### config.mk
export PLATFORM = sky130hd
export DESIGN_NAME = noc_recv_buffer_flat
export DESIGN_NICKNAME = d
export VERILOG_FILES = /design/src/rtl/noc_recv_buffer_if.sv /design/src/rtl/noc_recv_buffer.sv /design/src/flat_wrapper.sv
export SDC_FILE = /design/constraint.sdc
export NUM_CORES = 1
export LEC_CHECK = 0
export ABC_AREA = 1
export CAP_MARGIN = 25
export CORE_MARGIN = 4
export CORE_UTILIZATION = 40
export DETAILED_ROUTE_END_ITERATION = 8
export GPL_TIMING_DRIVEN = 0
export PLACE_DENSITY = 0.69
export SYNTH_ARGS = -nofsm -noshare
export SYNTH_HDL_FRONTEND = slang
export SYNTH_SLANG_ARGS = --single-unit
### constraint.sdc
create_clock -name clk -period 11.2 [get_ports clk]
set_input_delay 3.36 -clock clk [delete_from_list [all_inputs] [get_ports clk]]
set_output_delay 3.36 -clock clk [all_outputs]
set_load 0.02 [all_outputs]
### src/rtl/noc_recv_buffer_if.sv
// Handshake/bus bundle between the NoC receive buffer and the Nios PIO side.
// The master drives NoC words and software controls; the slave is the buffer itself.
interface noc_recv_buffer_if #(
    parameter int DATA_WIDTH = 32
);
    logic [DATA_WIDTH-1:0] noc_in;
    logic                  ack_toggle;
    logic                  clr_ovf;
    logic [DATA_WIDTH-1:0] recv_data;
    logic [7:0]            recv_addr;
    logic                  fifo_full;

    modport master (
        output noc_in,
        output ack_toggle,
        output clr_ovf,
        input  recv_data,
        input  recv_addr,
        input  fifo_full
    );

    modport slave (
        input  noc_in,
        input  ack_toggle,
        input  clr_ovf,
        output recv_data,
        output recv_addr,
        output fifo_full
    );
endinterface

### src/rtl/noc_recv_buffer.sv
// Receive-side FIFO between the TDMA NoC output port and a Nios core's recv PIOs.
// Software pops the head word by changing the level of ack_toggle.
module noc_recv_buffer #(
    parameter int DATA_WIDTH = 32,
    parameter int VALID_BIT  = 31,
    parameter int DEPTH      = 8,
    parameter int PTR_WIDTH  = 3
) (
    input  logic                   clk,
    input  logic                   reset,
    noc_recv_buffer_if.slave       bus
);
    logic [DATA_WIDTH-1:0] mem [DEPTH];
    logic [PTR_WIDTH-1:0]  rd_ptr;
    logic [PTR_WIDTH-1:0]  wr_ptr;
    logic [5:0]            count;
    logic                  ovf;
    logic                  ack_q;

    logic nonempty;
    logic full;
    logic push_req;
    logic pop_req;
    logic do_push;
    logic do_pop;
    logic ovf_set;

    // A pop can free a slot in the same cycle, so a full FIFO still accepts a push then.
    always_comb begin
        nonempty = (count != 6'd0);
        full     = (count == 6'(DEPTH));
        push_req = bus.noc_in[VALID_BIT];
        pop_req  = (bus.ack_toggle != ack_q);
        do_pop   = pop_req && nonempty;
        do_push  = push_req && (!full || do_pop);
        ovf_set  = push_req && full && !do_pop;
    end

    always_ff @(posedge clk) begin
        if (!reset && do_push) begin
            mem[wr_ptr] <= bus.noc_in;
        end
    end

    // ack_q follows the pin even in reset so a level held through reset never pops.
    always_ff @(posedge clk) begin
        ack_q <= bus.ack_toggle;
        if (reset) begin
            rd_ptr <= '0;
            wr_ptr <= '0;
            count  <= 6'd0;
            ovf    <= 1'b0;
        end else begin
            if (do_push) begin
                wr_ptr <= wr_ptr + 1'b1;
            end
            if (do_pop) begin
                rd_ptr <= rd_ptr + 1'b1;
            end
            case ({do_push, do_pop})
                2'b10:   count <= count + 6'd1;
                2'b01:   count <= count - 6'd1;
                default: count <= count;
            endcase
            if (ovf_set) begin
                ovf <= 1'b1;
            end else if (bus.clr_ovf) begin
                ovf <= 1'b0;
            end
        end
    end

    assign bus.recv_data = nonempty ? mem[rd_ptr] : '0;
    assign bus.recv_addr = {nonempty, ovf, count};
    assign bus.fifo_full = full;
endmodule

### src/flat_wrapper.sv
// flat-port wrapper written by rule: the top's interface ports become plain ports
module noc_recv_buffer_flat 
#(
    parameter int DATA_WIDTH = 32,
    parameter int VALID_BIT  = 31,
    parameter int DEPTH      = 8,
    parameter int PTR_WIDTH  = 3
)
  (clk, reset, bus_noc_in, bus_ack_toggle, bus_clr_ovf, bus_recv_data, bus_recv_addr, bus_fifo_full);
  noc_recv_buffer_if #(.DATA_WIDTH(DATA_WIDTH)) bus_i ();
  input  logic clk;
  input  logic reset;
  input wire logic [$bits(bus_i.noc_in)-1:0] bus_noc_in;
  input wire logic [$bits(bus_i.ack_toggle)-1:0] bus_ack_toggle;
  input wire logic [$bits(bus_i.clr_ovf)-1:0] bus_clr_ovf;
  output wire logic [$bits(bus_i.recv_data)-1:0] bus_recv_data;
  output wire logic [$bits(bus_i.recv_addr)-1:0] bus_recv_addr;
  output wire logic [$bits(bus_i.fifo_full)-1:0] bus_fifo_full;
  assign bus_i.noc_in = bus_noc_in;
  assign bus_i.ack_toggle = bus_ack_toggle;
  assign bus_i.clr_ovf = bus_clr_ovf;
  assign bus_recv_data = bus_i.recv_data;
  assign bus_recv_addr = bus_i.recv_addr;
  assign bus_fifo_full = bus_i.fifo_full;
  noc_recv_buffer #(.DATA_WIDTH(DATA_WIDTH), .VALID_BIT(VALID_BIT), .DEPTH(DEPTH), .PTR_WIDTH(PTR_WIDTH)) u_core (.clk(clk), .reset(reset), .bus(bus_i));
endmodule
==> reports/results.tsv, run 1 <==
stage	metric	value	unit
floorplanning	num ports	77	
critical_path	Critical R2R Capture	u_core.mem[4][12]	
final_layout	layout cells sized above 1	10.9	%
sta	post-layout min period	6.20	ns
clock_network	H-tree depth	1	
sta	# setup viols final	0	
synth	yosys aoi share	12.3	%
final_layout	non-filler cells, final	1343	
sta	Tightest Pin Transition	0.861	ns
sta	fin. max-slew vios	0	
global_routing	gr usage total	16.4	%
synth	mux share	0	%
critical_path	crit end category	primary output	
status	status	completed	
place	dpl cells	1291	
worst_hold_path	hold path depth	2	
synth	Post-Syn Area per Cell	12.7	um2
sta	slew margin rel.	42.3	%
global_routing	gr ovfl total	0	
place	Post-DP Area	12300	um2
final_layout	Final Cell Area	13300	um2
final_layout	P&R area growth vs syn	22.3	%
clock_network	hold buffer count at CTS	0	
place	gp weighted congestion	0.780	
clock_network	CTS tree	done	
power	Pleak	0.00446	uW
synth	EDFF count, synth	256	
critical_path	FF-to-FF Start	u_core.count[0]	
power	PD cells	257	nW/um2
final_layout	antenna cells	0	
clock_network	CTS clk-pin slew, worst paths	0.06	ns
synth	Main logic family	AND-OR/OR-AND gates	
synth	Post-Synthesis Net Count	901	
floorplanning	chip width	173	um
synth	YS chip area	10900	um2
-- run 1: cells in the final DEF, fill, tap and decap left out, drive strengths merged --
master	n
edfxtp	256
o21ai	171
a21oi	13
clkdlybuf4s50	76
nor2	208
inv	25
clkinv	12
nor3	5
nand4	1
xor2	3
clkinvlp	1
xnor2	1
ha	6
clkbuf	52
buf	51
fa	1
a31oi	33
bufinv	4
o22ai	33
nand3	8
nand2	25
dfxtp	17
-- run 1: layout make-up --
class / count / area [um2]
Inverter: 23 / 86.3
Fill cell: 2265 / 13500
Timing Repair Buffer: 92 / 1010
Buffer: 54 / 277
Multi-Input combinational cell: 508 / 2510
Tap cell: 341 / 427
Sequential cell: 273 / 8030
Clock inverter: 19 / 199
Clock buffer: 33 / 741
-- run 1: metrics by stage --
step | setup WS, ns | hold WS (ns) | utilization, %
floorplan | 4.69 | 0.433 | -
global placement | 2.32 | 0.456 | 44.9
detailed placement | 5.34 | 0.460 | 46.0
CTS | 5.00 | 0.472 | 49.5
global route | 4.78 | 0.506 | 49.5
finish | 5.00 | 0.469 | 49.5
-- run 1: worst max-delay path, stage by stage (launching register included) --
cell             delay [ns]
dfxtp_1                0.35
inv_2                  0.07
buf_6                  0.13
clkbuf_1               0.43
o21ai_0                0.18
o22ai_1                0.18
o21ai_1                0.10
a31oi_1                0.22
clkdlybuf4s50_1        0.64
-- run 1: metal layers --
| metal | wire length, um | part of all wire, % | GRT usage, % |
|---|---|---|---|
| met2 | 12300 | 48 | 27.0 |
| met1 | 11000 | 43 | 23.2 |
| met4 | 555 | 2.2 | 4.12 |
| met5 | 0 | 0 | 0 |
| met3 | 1650 | 6.5 | 2.56 |
-- run 1: registers in the layout, summed over array words and instances, names as in the netlist, named ones only --
register,flops
u_core.ack_q,1
u_core.rd_ptr,3
u_core.count,6
u_core.wr_ptr,3
u_core.ovf,1
u_core.mem,256
-- run 1: how the worst max path moves through the flow --
stage	start	endpoint	slack (ns)	cells after the start
2_1_floorplan	bus_ack_toggle	u_core.mem[4][0]	4.69	7
3_3_place_gp	bus_noc_in[31]	u_core.mem[4][20]	2.32	5
3_5_place_dp	bus_noc_in[31]	u_core.mem[4][13]	5.34	7
4_1_cts	register	bus_recv_data[8]	5.00	8
5_1_grt	register	bus_recv_data[8]	4.78	8
6_report	register	bus_recv_data[8]	5.00	8
-- run 1: power breakdown --
part           internal (uW)  leakage, uW  total, uW  switching [uW]
registers               1150      0.00245       1180            23.9
clock network            565     0.000456        938             373
logic                    484      0.00155       1290             809
-- run 1: Yosys cell counts, types with 13 or more instances --
master / n / area [um2]
a21oi_1: 13 / 65.1
a31oi_1: 33 / 206
buf_2: 16 / 80.1
clkbuf_1: 18 / 67.6
dfxtp_1: 17 / 340
edfxtp_1: 256 / 7690
inv_1: 18 / 67.6
nand2_1: 21 / 78.8
nor2_1: 205 / 769
o21ai_0: 121 / 606
o21ai_1: 49 / 245
o22ai_1: 33 / 206
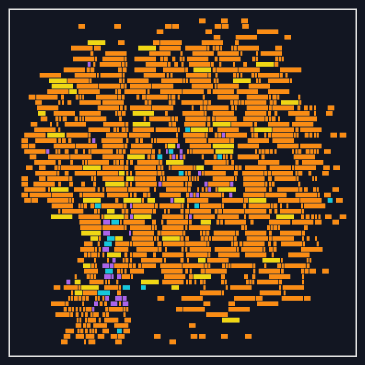
*Cells by drive strength, run 1*
Drawn at 2 px/um.
Key: purple = x2 [cells 39, most used buf_2]; cyan = x3 and x4 [cells 16, most used buf_4]; orange = x1 and smaller [cells 893, most used edfxtp_1]; yellow = x6 and larger [cells 54, most used clkbuf_16]

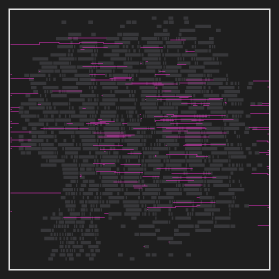
*The metal 3 layer, run 1*
Drawn at 1.5 px/um.
The wires run mostly horizontal. 96 nets have wire on it.
total number of vias: 7039
Total Wirelength: 25.5 mm
met3 usage: 2.56%

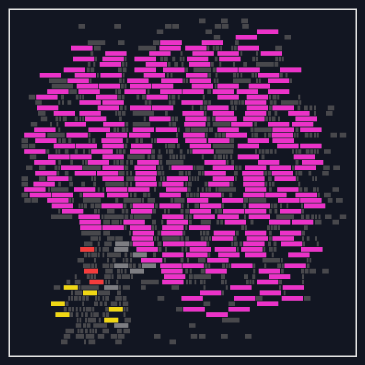
*Sequential cells coloured by netlist name, run 1*
Drawn at 2 px/um.
Key: yellow = u_core.count [flops 6, where south-west]; red = u_core.wr_ptr [flops 3]; magenta = u_core.mem [flops 256]
Another 8 sequential cells are not coloured.

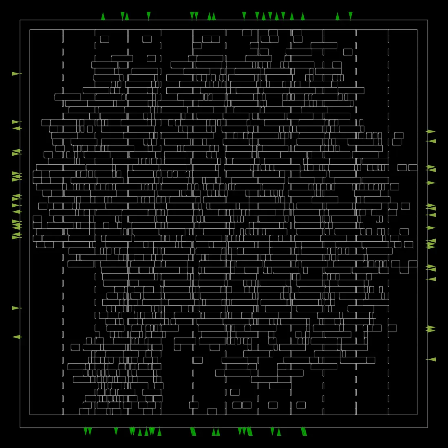
*Placed standard cells, run 1*
Tapcells: 341
FILL cells: 2265
core area: 26800 um2

## Run 2: what changed since run 1
Clock period 11.2 ns to 6.1 ns, I/O delays scaled along.
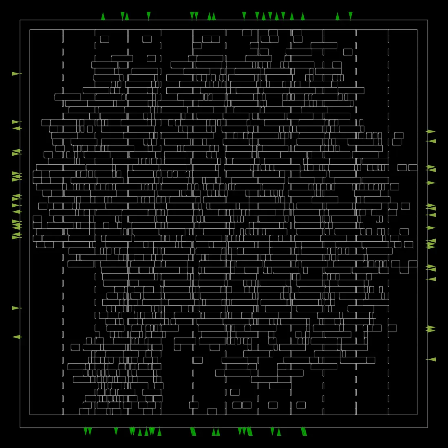
*Placed standard cells, run 2*
flip-flop and latch share of the layout cell area: 60.5%
Core Util, Final: 49.5%

==> run 2 against run 1 <==
Against the previous run: sequential share of layout area is the same; total power increased by 84%; largest cell class unchanged; synthesized cell count stayed put; utilization unchanged; setup slack worse by 3.6 ns; clock skew is the same; worst hold slack did not move; clock power grew 83%; non-clock buffer count did not move; flip-flop count is the same.
==> reports/results.tsv, run 2 <==
stage	metric	value	unit
final_layout	antenna cells	0	
final_layout	layout cells sized above 1	10.9	%
synth	EDFF count, synth	256	
synth	mux share	0	%
final_layout	dominant logic cell type in the layout	edfxtp_1	
sta	slew margin rel.	42.3	%
power	Pleak	0.00446	uW
synth	Max-area cell share	70.8	%
clock_network	CTS clk-pin slew, worst paths	0.06	ns
global_routing	gr usage total	16.4	%
sta	post-layout min period	4.67	ns
sta	final worst hold slack	0.469	ns
synth	top-count cell post-synth	edfxtp_1	
drt	Total Wirelength	25.5	mm
sta	# setup viols final	0	
final_layout	Top Layout Cells	edfxtp_1, nor2_1, o21ai_0	
synth	YS chip area	10900	um2
floorplanning	num ports	77	
clock_network	CTS tree	done	
status	status	completed	
synth	Post-Synthesis Net Count	901	
final_layout	top flop regs	u_core.mem x256, u_core.count x6	
global_routing	gr ovfl total	0	
synth	most instantiated cells after synthesis	edfxtp_1, nor2_1, o21ai_0, o21ai_1	
clock_network	H-tree depth	1	
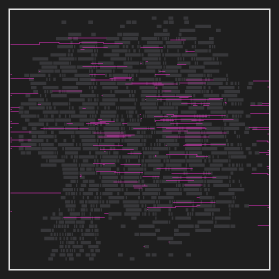
*The metal 3 layer, run 2*
Drawn at 1.5 px/um.
The layer holds 6.5% of the routed length. The longest straight run is 48.5 um. The layer carries 1650 um of wire.

-- run 2: cell counts in the layout (fill, tap and decap cells not counted) --
Identical to the previous run, type by type.
-- run 2: cell type report --
class / instances / area [um2]
buffer: 54 / 277
clock buffer: 33 / 741
clock inverter: 19 / 199
fill: 2265 / 13500
inverter: 23 / 86.3
multi-input combinational: 508 / 2510
sequential: 273 / 8030
tap: 341 / 427
timing repair buffer: 92 / 1010
-- run 2: logic make-up (layout without fill, tap and decap cells) --
family,Yosys count,after routing
AOI/OAI and AO/OA,250,250
xor gates and xnor gates,4,4
adders and majority gates,7,7
buffers and inverters,77,221
DFF,273,273
and+or+nand+nor,247,247
-- run 2: per-layer routing --
layer / vias to the layer above / share of wire, % / global-route usage, %
met5: - / 0 / 0
met4: 0 / 2.2 / 4.12
met3: 43 / 6.5 / 2.56
met2: 224 / 48 / 27.0
met1: 3397 / 43 / 23.2
li1: 3375 / - / -
-- run 2: worst max-delay path: stages (launching register included) --
cell,delay (ns)
dfxtp_1,0.35
inv_2,0.07
buf_6,0.13
clkbuf_1,0.43
o21ai_0,0.18
o22ai_1,0.18
o21ai_1,0.10
a31oi_1,0.22
clkdlybuf4s50_1,0.64
-- run 2: power breakdown --
group / leakage [uW] / switching, uW / internal, uW / total, uW
registers: 0.00245 / 43.9 / 2120 / 2160
clock network: 0.000456 / 685 / 1040 / 1720
logic: 0.00155 / 1490 / 888 / 2370
total: 0.00446 / 2210 / 4050 / 6260
-- run 2: stage by stage --
step	utilization (%)	cell area (um2)	cells	worst slack (ns)
2_1_floorplan	-	10900	858	1.12
3_3_place_gp	44.9	12000	1275	-1.25
3_5_place_dp	46.0	12300	1291	1.77
4_1_cts	49.5	13300	1343	1.43
5_1_grt	49.5	13300	1343	1.21
6_report	49.5	13300	1343	1.43
-- run 2: path summary, 6_finish.rpt --
kind,start,endpoint,slack [ns],depth (start not counted)
max,register,bus_recv_data[8],1.43,8
min reg2reg,u_core.rd_ptr[2],register,0.47,2
min,u_core.rd_ptr[2],register,0.47,2
max reg2reg,u_core.count[0],u_core.mem[4][12],3.53,10
### Sequential cells coloured by netlist name, run 2

Drawn at 2 px/um.
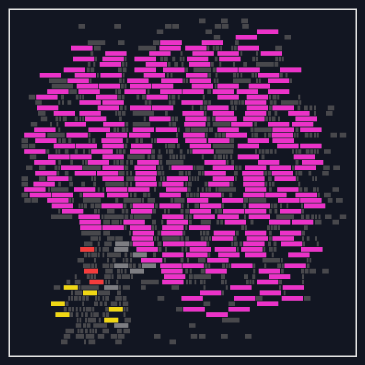

## Run 3: what changed since run 2
Settings changed: PLACE_DENSITY 0.69 to 0.71.
Clock period 6.1 ns to 4 ns, I/O delays scaled along.
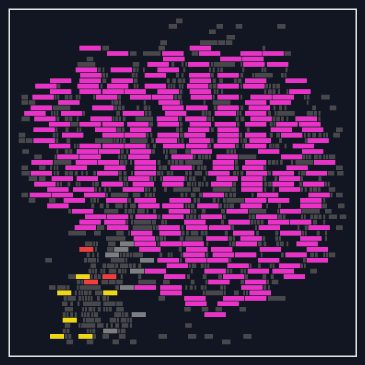
*Sequential cells coloured by netlist name, run 3*
Drawn at 2 px/um.
Key: red = u_core.wr_ptr [flops 3]; yellow = u_core.count [flops 6, where south-west]; magenta = u_core.mem [flops 256]
Another 8 sequential cells are not coloured.
flip-flop and latch share of the layout cell area: 60.9%
Core Util, Final: 49.2%

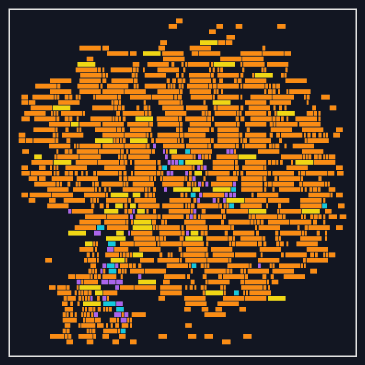
*Cells by drive strength, run 3*
Drawn at 2 px/um.
Key: yellow = x6 and larger [cells 47, most used clkbuf_16]; purple = x2 [cells 52, most used buf_2]; orange = x1 and smaller [cells 881, most used edfxtp_1]; cyan = x3 and x4 [cells 16, most used buf_4]
Final Cell Area: 13200 um2
P&R area growth vs syn: 21.4%
Buffers, non-clock: 146

==> run 3 against run 2 <==
Against the previous run: via count up 1.2%; clock skew up 0.0055 ns; critical endpoint is now bus_recv_data[6]; clock power rose by 38%; critical path depth decreased by 1; non-clock buffer count stayed put; highest routed layer unchanged; critical path type unchanged.
==> reports/results.tsv, run 3 <==
stage	metric	value	unit
power	PD cells	703	nW/um2
final_layout	dominant logic cell type in the layout	edfxtp_1	
global_routing	gr usage total	16.5	%
global_routing	met2 global-route usage	28.3	%
synth	EDFF count, synth	256	
floorplanning	core area	26800	um2
sta	fin. max-slew vios	0	
clock_network	CTS tree	done	
floorplanning	chip width	173	um
power	Pleak	0.00458	uW
final_layout	non-filler cells, final	1337	
final_layout	antenna cells	0	
place	gp weighted congestion	0.788	
power	net switching fraction of the power	35.9	%
final_layout	Reg with most FFs	u_core.mem	
final_layout	FILL cells	2224	
synth	distinct lib cells	30	
global_routing	met3 usage	3.08	%
sta	Tightest Pin Transition	0.885	ns
global_routing	gr ovfl total	0	
sta	post-layout min period	3.92	ns
power	switching power	3330	uW
power	Clock Power Share	25.6	%
drt	total number of vias	7124	
flow_run	tool warnings	27	
floorplanning	num ports	77	
status	status	completed	
synth	Max-area cell share	70.8	%
synth	YS chip area	10900	um2
synth	most instantiated cells after synthesis	edfxtp_1, nor2_1, o21ai_0, o21ai_1	
power	Seq pwr share	35.7	%
power	Pint	5930	uW
synth	top-count cell post-synth	edfxtp_1	
clock_network	Longest Clk Path Bufs	3	
final_layout	top flop regs	u_core.mem x256, u_core.count x6	
final_layout	Top Layout Cells	edfxtp_1, nor2_1, o21ai_0	
synth	cell type with the largest total area	edfxtp_1	
drt	Total Wirelength	25.6	mm
sta	# setup viols final	0	
critical_path	crit end category	primary output	
synth	Post-Synthesis Net Count	901	
final_layout	number of flip-flops in the largest register	256	
final_layout	layout cells sized above 1	11.5	%
global_routing	gr busiest metal	met2	
clock_network	H-tree depth	1	
sta	slew margin rel.	40.7	%
-- run 3: cell counts after synthesis --
No cell type changed its count.
-- run 3: path summary, 6_finish.rpt --
| check | cells after the start | endpoint | startpoint | slack, ns |
|---|---|---|---|---|
| worst max-delay path | 7 | bus_recv_data[6] | register | 0.08 |
| worst min-delay path | 2 | u_core.rd_ptr[2] | u_core.rd_ptr[2] | 0.46 |
| worst max register to register | 10 | u_core.mem[4][24] | u_core.count[0] | 1.41 |
| worst min register to register | 2 | u_core.rd_ptr[2] | u_core.rd_ptr[2] | 0.46 |
-- run 3: per-stage QoR --
step / util (%) / TNS, ns / instance area [um2] / setup slack (ns) / hold WS (ns)
finish: 49.2 / 0 / 13200 / 0.0765 / 0.459
global route: 49.2 / -0.00379 / 13200 / -0.00379 / 0.497
CTS: 49.0 / 0 / 13100 / 0.00454 / 0.460
detailed placement: 46.0 / 0 / 12300 / 0.232 / 0.452
global placement: 44.9 / -472.42 / 12000 / -2.69 / 0.455
floorplan: - / -44.55 / 10900 / -0.348 / 0.433
-- run 3: layout make-up --
type | instances | area, um2 | area share [%]
plain buffers | 54 | 290 | 2.20
repair buffers | 92 | 1020 | 7.74
clock buffers | 33 | 698 | 5.30
flip-flops and latches | 273 | 8030 | 60.9
multi-input cells | 508 | 2510 | 19.1
inverters | 23 | 86.3 | 0.655
well taps | 341 | 427 | 3.24
clock inverters | 13 | 113 | 0.855
-- run 3: timing repair --
item	4_1_cts	5_1_grt
hold buffers	0	0
resized	4	27
endpoints found under the setup margin	7	29
-- run 3: critical path, cell delays in order, from the launching register on --
cell and delay [ns]:
dfxtp_1 0.35, buf_2 0.24, buf_2 0.25, o21ai_0 0.14, o22ai_1 0.21, o21ai_1 0.13
a31oi_1 0.22, clkdlybuf4s50_1 0.64
-- run 3: metal layers --
metal,vias to the layer above,share of wire (%)
met2,241,50
met4,0,2.0
met1,3475,42
met5,-,0
met3,38,6.2
li1,3370,-
-- run 3: power by group through the flow --
stage / clock [uW] / sequential, uW / combinational (uW)
3_3_place_gp: 0 / 3360 / 3560
5_1_grt: 2510 / 3310 / 3930
3_5_place_dp: 0 / 3360 / 3610
4_1_cts: 2390 / 3300 / 3650
6_report: 2370 / 3300 / 3590
2_1_floorplan: 0 / 3380 / 2090
-- run 3: kinds of logic (layout without fill, tap and decap cells) --
logic type                 count (synthesis)  count (layout)  synth area share [%]
buffers and inverters                     77             215                  3.34
AOI/OAI and AO/OA                        250             250                  12.3
DFF                                      273             273                  74.0
and+or+nand+nor                          247             247                  9.18
adders and majority gates                  7               7                 0.876
xor gates and xnor gates                   4               4                 0.323
Power is estimated from default activity; no workload was simulated.
